--- src/rtl/dcl_period_meter.sv ---
`default_nettype none
// ----------------------------------------------------------------------------
// dcl_period_meter: measures high time and period of sig_in in clk_in cycles.
// Revision: 1.0
// ----------------------------------------------------------------------------
module dcl_period_meter #(
  parameter int CNT_W       = 16,
  parameter int TIMEOUT_CYC = 65535
) (
  input  logic             clk_in,
  input  logic             rst_n,
  input  logic             sig_in,
  input  logic             start,
  input  logic             cont,
  output logic             busy,
  output logic             done,
  output logic             timeout,
  output logic [CNT_W-1:0] high_cnt,
  output logic [CNT_W-1:0] period_cnt
);

  typedef enum logic [1:0] {
    IDLE = 2'd0,
    ARM  = 2'd1,
    HIGH = 2'd2,
    LOW  = 2'd3
  } state_t;

  localparam logic [CNT_W-1:0] TMO_VAL = CNT_W'(TIMEOUT_CYC);
  localparam logic [CNT_W-1:0] ONE     = CNT_W'(1);

  state_t           state, state_nx;
  logic             s1, s2, s3;
  logic [CNT_W-1:0] cnt, cnt_nx;
  logic [CNT_W-1:0] hi_latch, hi_latch_nx;
  logic [CNT_W-1:0] high_nx, period_nx;
  logic             done_nx, timeout_nx, busy_nx;
  logic             rise, fall, at_limit;
  logic [CNT_W-1:0] cnt_inc;

  assign rise     = s2 & ~s3;
  assign fall     = ~s2 & s3;
  assign at_limit = (cnt == TMO_VAL);
  // Saturate so an edge landing exactly on the limit cannot wrap the count.
  assign cnt_inc  = at_limit ? cnt : cnt + ONE;

  always_ff @(posedge clk_in or negedge rst_n) begin
    if (!rst_n) begin
      s1         <= 1'b0;
      s2         <= 1'b0;
      s3         <= 1'b0;
      state      <= IDLE;
      cnt        <= '0;
      hi_latch   <= '0;
      busy       <= 1'b0;
      done       <= 1'b0;
      timeout    <= 1'b0;
      high_cnt   <= '0;
      period_cnt <= '0;
    end else begin
      s1         <= sig_in;
      s2         <= s1;
      s3         <= s2;
      state      <= state_nx;
      cnt        <= cnt_nx;
      hi_latch   <= hi_latch_nx;
      busy       <= busy_nx;
      done       <= done_nx;
      timeout    <= timeout_nx;
      high_cnt   <= high_nx;
      period_cnt <= period_nx;
    end
  end

  always_comb begin
    state_nx    = state;
    cnt_nx      = cnt;
    hi_latch_nx = hi_latch;
    done_nx     = 1'b0;
    timeout_nx  = timeout;
    high_nx     = high_cnt;
    period_nx   = period_cnt;

    case (state)
      IDLE: begin
        if (start) begin
          state_nx = ARM;
          cnt_nx   = '0;
        end
      end
      ARM: begin
        if (rise) begin
          state_nx = HIGH;
          cnt_nx   = ONE;
        end else if (at_limit) begin
          state_nx = IDLE;
        end else begin
          cnt_nx = cnt_inc;
        end
      end
      HIGH: begin
        if (fall) begin
          state_nx    = LOW;
          hi_latch_nx = cnt;
          cnt_nx      = cnt_inc;
        end else if (at_limit) begin
          state_nx = IDLE;
        end else begin
          cnt_nx = cnt_inc;
        end
      end
      LOW: begin
        if (rise) begin
          period_nx  = cnt;
          high_nx    = hi_latch;
          done_nx    = 1'b1;
          timeout_nx = 1'b0;
          // The terminating rise doubles as the start of the next period.
          if (cont) begin
            state_nx = HIGH;
            cnt_nx   = ONE;
          end else begin
            state_nx = IDLE;
          end
        end else if (at_limit) begin
          state_nx = IDLE;
        end else begin
          cnt_nx = cnt_inc;
        end
      end
      default: state_nx = IDLE;
    endcase

    // Abort path: only reached when no terminating edge took priority.
    if (state != IDLE && state_nx == IDLE && !done_nx) begin
      done_nx    = 1'b1;
      timeout_nx = 1'b1;
      high_nx    = '0;
      period_nx  = '0;
    end

    busy_nx = (state_nx != IDLE);
  end

endmodule
`default_nettype wire

--- config.mk ---
export PLATFORM = sky130hd
export DESIGN_NAME = dcl_period_meter
export DESIGN_NICKNAME = d
export VERILOG_FILES = /design/src/rtl/dcl_period_meter.sv
export SDC_FILE = /design/constraint.sdc
export NUM_CORES = 1
export LEC_CHECK = 0
export CAP_MARGIN = 20
export CORE_MARGIN = 4
export CORE_UTILIZATION = 59
export CTS_CLUSTER_SIZE = 40
export DETAILED_ROUTE_END_ITERATION = 16
export HOLD_SLACK_MARGIN = 0.05
export PLACE_DENSITY = 0.88
export SLEW_MARGIN = 0
export SYNTH_ARGS = -nofsm -noshare
export SYNTH_HDL_FRONTEND = slang
export SYNTH_SLANG_ARGS = --single-unit
export TNS_END_PERCENT = 20
--- constraint.sdc ---
create_clock -name clk_in -period 4.5 [get_ports clk_in]
set_input_delay 0.45 -clock clk_in [delete_from_list [all_inputs] [get_ports clk_in]]
set_output_delay 0.45 -clock clk_in [all_outputs]
set_load 0.1 [all_outputs]
==> flow_results.org, run 1 <==
#+TITLE: Implementation results

** Yosys
- Synth warnings :: 0
- The synth_stat.txt file lists the number of cells as 330.
- The share of synthesized area in the top cell type comes to 0.550.
- The main area contributors are dfrtp_1, nand2_1, a21oi_1.
- After synthesis the cells add up to 3280 sq um.
- Count of flip-flops with a built-in enable after synthesis :: 0
- The number of nets handed over by synthesis was 336.
- Instance count of the mapped netlist :: 330
- Chip Area, Yosys :: 3280 sq um
- Per the synthesis report, the number of distinct cell types is 47.

** Clock tree
- TritonCTS built the clock tree.
- Root cell of the clock tree :: clkbuf_8
- Number of CTS-inserted buffers :: 9
- Count of H-tree levels built during CTS :: 3
- Maximum number of buffers from clock root to sink :: 2
- Gates resized during post-CTS repair numbered 0.

** Power
- The power report attributes to the combinational group a share of 0.468.
- Total Power :: 0.00271 W
- The leakage power in the latest report is 1.68 nW.
- The power report lists cell-internal power as 0.00138 W.
- Total power normalized to cell area comes to 701 nW/um^2.

** Run
- OpenROAD warnings :: 26

** Cells and area
- Commonest non-fill, non-tap cells in the layout :: nand2_1, dfrtp_1, a21oi_1, clkdlybuf4s50_1, o21ai_0
- Counting the inverters off the clock network in the layout gives 2.
- Gate Area :: 1360 sq um
- Fill count :: 372
- Final instance area :: 3870 sq um
- The net count of the finished layout is 369.
- Flop share of the area :: 0.466
- Comb area share :: 0.351
- Final Instance Count excl. Fillers :: 438
- Antenna diodes :: 0
- The design has 72 sequential cells.
- Per the final report, the share of cell area in clock cells is 0.0466.
- The layout contains a multi-input combinational cell count of 234.

** Floorplan
- Row cnt :: 26
- The floorplan step set the die height to 82.5 um.
- Well-Tap Cells :: 70
- In this run the full chip footprint comes out at 6810 sq um.
- IO Pins :: 40

** Status
- The run finished with clean final reports.

** Place
- Port-buffer cells :: 39
- The placed instances occupy a cell area of 3670 sq um.
- Detailed placer's ending HPWL :: 4690 um
- The detailed placer reported the number of placed instances as 420.

** Setup path
- Critical path launch point type :: flop
- Path type of the worst setup path :: reg -> reg
- Minimum setup slack among reg-to-reg paths :: 1.87 ns
- The report puts the cell count of the worst reg-to-reg path at 4.
- Crit path from :: state[0]
- Of all nets on the critical path, the largest fanout is 35.

** Global routing
- Largest net degree at the start of global routing :: 42
- Number of antenna violations at the first check in global routing :: 0

** Route
- Routed via count divided by cell count :: 6.06
- The routed design has 7330 um of wire.
- For this run, the detailed router's first-pass iteration total came to 5.
- The script parses the final routing iteration and logs DRC violations as 0.
- Once detail routing completed, the nets flagged for antenna violations numbered 0.

** Timing
- Setup-violating endpoint count in the final report :: 0
- Max-slew violations :: 0
- Sum of negative setup slack :: 0 ns
- For the finished layout, the period the worst path requires is 2.63 ns.
- Post-layout period usage of the worst path :: 0.584

** Worst hold path
- The path class of the tightest hold or removal check is in -> async.
run 1: state kept, by name, indices dropped and copies added, names as in the netlist:
register and cells:
busy 1, cnt 16, done 1, hi_latch 16, high_cnt 16, period_cnt 16, s1 1, s2 1
s3 1, state 2, timeout 1
run 1: kinds of logic (layout without fill, tap and decap cells):
family          Yosys count  after routing  share of synthesized area
flops                    72             72                      0.550
simple gates            129            129                      0.197
buf+inv                  24             62                     0.0367
mux                      17             17                     0.0581
compound gates           87             87                      0.154
fa+ha+maj                 1              1                    0.00382
run 1: worst max-delay path, stage by stage (launching register included):
cell,delay [ns]
dfrtp_1,0.61
nand4b_2,0.75
o22ai_1,0.48
nor2_1,0.13
or4_1,0.52
run 1: cell usage after synthesis, drive strengths merged (2+ instances only):
| cell | n |
|---|---|
| nand4 | 8 |
| o211ai | 3 |
| mux2 | 16 |
| a32o | 2 |
| nand3 | 8 |
| buf | 18 |
| nor4 | 2 |
| a31oi | 4 |
| clkbuf | 4 |
| o21a | 2 |
| o31ai | 3 |
| nand2 | 77 |
| dfrtp | 72 |
| or4 | 2 |
| o21ai | 18 |
| nor2b | 2 |
| and4 | 4 |
| o22ai | 2 |
| and3 | 5 |
| nor2 | 12 |
| a21oi | 45 |
| inv | 2 |
| nor3 | 4 |
run 1: power by group through the flow:
stage / Combinational [W] / Clock (W) / Sequential, W
floorplan: 0.000370 / 0 / 0.00155
global placement: 0.00123 / 0 / 0.000956
detailed placement: 0.00126 / 0 / 0.000962
CTS: 0.00127 / 0.000485 / 0.000958
global route: 0.00134 / 0.000514 / 0.000983
finish: 0.00127 / 0.000482 / 0.000961
run 1: metal layers:
metal,part of all wire,up-vias,track usage
met5,0,-,0
met4,0.017,0,0.0768
met3,0.075,16,0.0629
met2,0.48,128,0.396
met1,0.43,1275,0.330
li1,-,1234,-
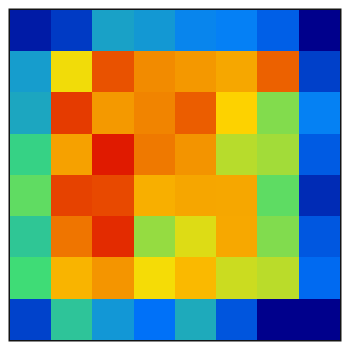
*Cell area per tile, run 1*
Scale: 4 px per um. The die is cut into 8 by 8 equal tiles; dark blue is low, red is high, 0 to 100% covered.
The emptiest ninth of the die: lower right. The fullest tile reaches 97%. The densest ninth of the die: center. 39% of the tiles are over 75% full. The mean over all tiles is 56%.
Util after Layout: 0.739
fraction of the core area occupied by cells at floorplan: 0.625
placeable core area: 5240 sq um

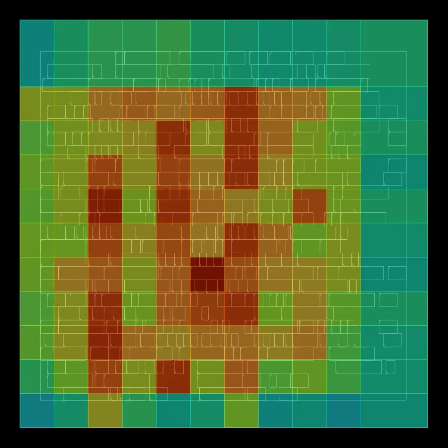
*Congestion heat map, run 1*
busiest layer in global routing: met2
overall global routing resource usage: 0.246
met2 track utilization from global routing: 0.396

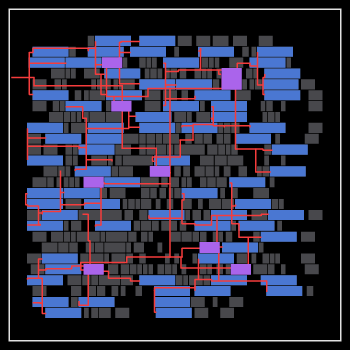
*Routed clock nets over the placement, run 1*
Scale: 4 px per um.
flip-flops: in blue, count 72. clock-net drivers: in purple, count 9. clock wires: in red, length 816 um.
Position of the flops: spread over the die.
power dissipated in the clock network: 0.000482 W
Latency at later pin: 0.34 ns
Worst Skew: 0.00869 ns
power share of the clock group: 0.178

==> run 1 -> run 2 <==
Settings changed: CORE_UTILIZATION 59 to 55, PLACE_DENSITY 0.88 to 0.83.
Clock period 4.5 ns to 2.45 ns, I/O delays scaled along.
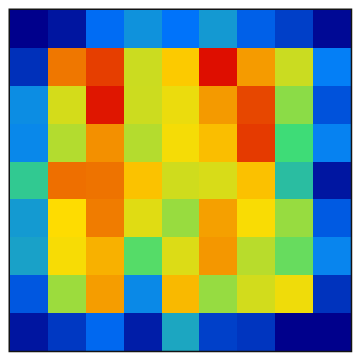
*Cell area per tile, run 2*
Scale: 4 px per um. The die is cut into 9 by 9 equal tiles; dark blue is low, red is high, 0 to 100% covered.
The densest ninth of the die: center. The mean over all tiles is 52%. The fullest tile reaches 98%. The emptiest ninth of the die: lower right. 4.9% of the tiles are nearly empty.
placeable core area: 5640 sq um
Util after Layout: 0.679
fraction of the core area occupied by cells at floorplan: 0.581

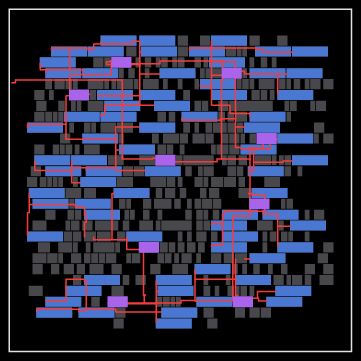
*Routed clock nets over the placement, run 2*
Scale: 4 px per um.
clock-net drivers: in purple, count 9. clock wires: in red, length 840 um. flip-flops: in blue, count 72.
There are 10 routed clock nets. Position of the flops: spread over the die.
Worst Skew: 0.0122 ns
Latency at later pin: 0.36 ns
power share of the clock group: 0.192
power dissipated in the clock network: 0.000955 W

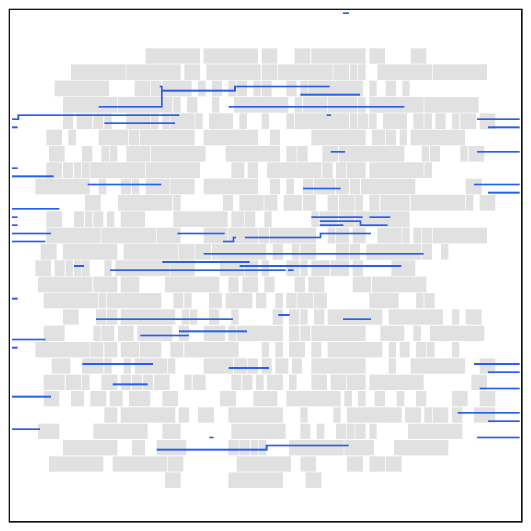
*The metal 3 layer, run 2*
Scale: 6 px per um. Cells faint in the background.
44 nets have wire on it. The layer carries 529 um of wire. The wires run mostly horizontal. The layer holds 7.4% of the routed length.
post-detailed-routing wire length: 7170 um
Via Count: 2640
met3 capacity usage during global routing: 0.0583

==> run 2 against run 1 <==
- global-route usage shrank 3.1 points
- critical path depth grew 2
- die size grew 6.6%
- synthesized cell count is the same
- sequential cell count is the same
- fmax grew 28%
- first-iteration DRC count grew 8.7%
- design area shrank 0.94%
==> flow_results.org, run 2 <==
#+TITLE: Implementation results

** Setup path
- Minimum setup slack among reg-to-reg paths :: 0.40 ns
- Data arrival time of the critical path :: 2.28 ns
- Critical Path Fanout Max :: 11
- Path depth of the worst reg2reg path :: 6
- Required arrival time at the worst endpoint :: 2.68 ns
- End of the critical path :: busy
- On the critical path, the stage with the largest delay is an instance of or4_1.
- Crit path from :: cnt[0]
- The critical path contains buffers and inverters numbering 0 combined.
- The critical path goes through ha_1 -> and3_2 -> nand4_4 -> nand3_1 -> o21ai_1 -> or4_1.
- In this design, the stage delay of the slowest critical-path cell is 0.53 ns.
- Capturing element type of the critical path :: flop
- The worst setup path is launched from a flop.
- The kind of cell with the highest combined delay along the critical path is simple AND/OR/NAND/NOR gates.
- Stages on the worst setup path :: 6
- Path type of the worst setup path :: reg -> reg

** Yosys
- Top-count cell post-synth :: nand2_1
- Largest type area fraction :: 0.550
- Post-synthesis cell type with the largest combined area :: dfrtp_1
- In this run, synthesis produced a sequential element count of 72.
- Per the post-synthesis report, the nets total 336.
- Main area contributors :: dfrtp_1, nand2_1, a21oi_1
- Chip Area, Yosys :: 3280 sq um
- The synthesized netlist was found by Yosys to have 330 cells.
- Per the synthesis report, the number of distinct cell types is 47.
- Count of flip-flops with a built-in enable after synthesis :: 0
- A synthesized cell averages 9.93 sq um.
- After technology mapping, the gate count stands at 330.
- Mapped cell area :: 3280 sq um
- Leading post-synthesis cells by instance count :: nand2_1, dfrtp_1, a21oi_1, buf_2, o21ai_0
- During synthesis, Yosys emitted a total of 0 warnings.
- Main flop type :: dfrtp_1

** Cells and area
- Ratio of cells with drive above 1 in the final layout :: 0.236
- At the end of the flow, the number of nets in the layout was 374.
- In the layout the commonest cells are nand2_1, dfrtp_1, a21oi_1, buf_4, o21ai_0.
- The top cell type in the final layout, fill and taps aside, is nand2_1.
- The final antenna diode tally reported by the flow is 0.

** Route
- First DRT Iteration DRCs :: 250
- Routed via count divided by cell count :: 5.93
- Number of iterations in the first detailed-routing pass :: 4
- Routed Antenna Nets :: 0
- In the final routed layout, each cell accounts on average for 16.1 um.
- DR DRC count :: 0

** Power
- Internal cell power :: 0.00249 W
- Pwr top :: combinational cells
- Cell Pwr Density :: 1300 nW/um^2
- Reported combinational group power :: 0.00226 W
- After layout, the design draws a total of 0.00497 W.
- Sequential power for this build is 0.00176 W.
- The share of total power dissipated in combinational logic is 0.454.
- In this run the static leakage power is 1.77 nW.

** Global routing
- Largest net degree at the start of global routing :: 39
- The first global-routing pass estimated 12300 um of wire.
- The initial antenna violation count came to 0.
- Remaining global-route overflow :: 0
- In the global route stage, overall resource usage came out at 0.215.

** Floorplan
- IO Pins :: 40
- After floorplanning, the die was sized to cover 7250 sq um.
- Height of the chip :: 85.2 um
- Die width :: 85.2 um
- Row cnt :: 27

** Timing
- Fmax :: 0.488 GHz
- The final report lists the setup-violating endpoint count as 0.
- The worst path needs 2.05 ns of the cycle, external delays included.
- Post-layout period usage of the worst path :: 0.837
- Max-slew violations :: 0
- Worst slew margin :: 0.451
- Adding up every negative setup slack in the final design gives 0 ns.
- Total count of hold-check failures in the final report :: 0

** Clock tree
- Number of resized instances in the post-cts repair step :: 0
- Root cell of the clock tree :: clkbuf_8
- In this run, CTS created clock tree buffers numbering 9.
- TritonCTS built the clock tree.
- The CTS log lists the clock sinks for this run as 72.
- The clock tree synthesis step divided the H-tree into 3 levels.
- Maximum number of buffers from clock root to sink :: 2

** Place
- The HPWL after detailed placement is 4870 um.
- The buffer_ports step reported a buffer count of 39.

** Status
- Result of the run :: finished, final reports clean

** Worst hold path
- The min-delay analysis places its worst path in the category in -> reg.

** Run
- OpenROAD warnings :: 26
-- run 2: cell counts after synthesis --
No cell type changed its count.
-- run 2: worst min-delay path by stage --
stage                                to  slack, ns  startpoint  cells after the start
after floorplan                    busy      -0.05       rst_n                      0
after global placement    period_cnt[4]       0.32       rst_n                      2
after detailed placement  period_cnt[4]       0.31       rst_n                      2
final                                s1       0.33      sig_in                      1
after CTS                            s1       0.32      sig_in                      1
after global routing                 s1       0.33      sig_in                      1
-- run 2: cells by family after synthesis --
| family | share of synthesized area |
|---|---|
| adders and majority gates | 0.00382 |
| DFF | 0.550 |
| and+or+nand+nor | 0.197 |
| muxes | 0.0581 |
| buffers and inverters | 0.0367 |
| AOI/OAI and AO/OA | 0.154 |
-- run 2: final cells by class --
class	count	area [sq um]
Clock buffer	9	124
Clock inverter	7	77.6
Fill cell	455	1810
Inverter	2	7.51
Multi-Input combinational cell	234	1360
Sequential cell	72	1800
Tap cell	72	90.1
Timing Repair Buffer	49	375
-- run 2: per-layer routing --
layer / track usage / vias up / part of all wire
met5: 0 / - / 0
met4: 0.0921 / 0 / 0.013
met3: 0.0583 / 12 / 0.074
met2: 0.328 / 87 / 0.47
met1: 0.290 / 1290 / 0.44
li1: - / 1251 / -
-- run 2: what timing repair did --
action	4_1_cts	5_1_grt
setup buffers	0	0
endpoints found under the hold margin	72	0
hold buffers	1	0
-- run 2: metrics by stage --
step | area, sq um | instances | setup WS, ns
after CTS | 3830 | 445 | 0.427
after floorplan | 3280 | 330 | 0.671
final | 3830 | 445 | 0.400
after global placement | 3620 | 428 | 0.505
after detailed placement | 3620 | 428 | 0.424
after global routing | 3830 | 445 | 0.264
Power and IR drop assume default switching activity.
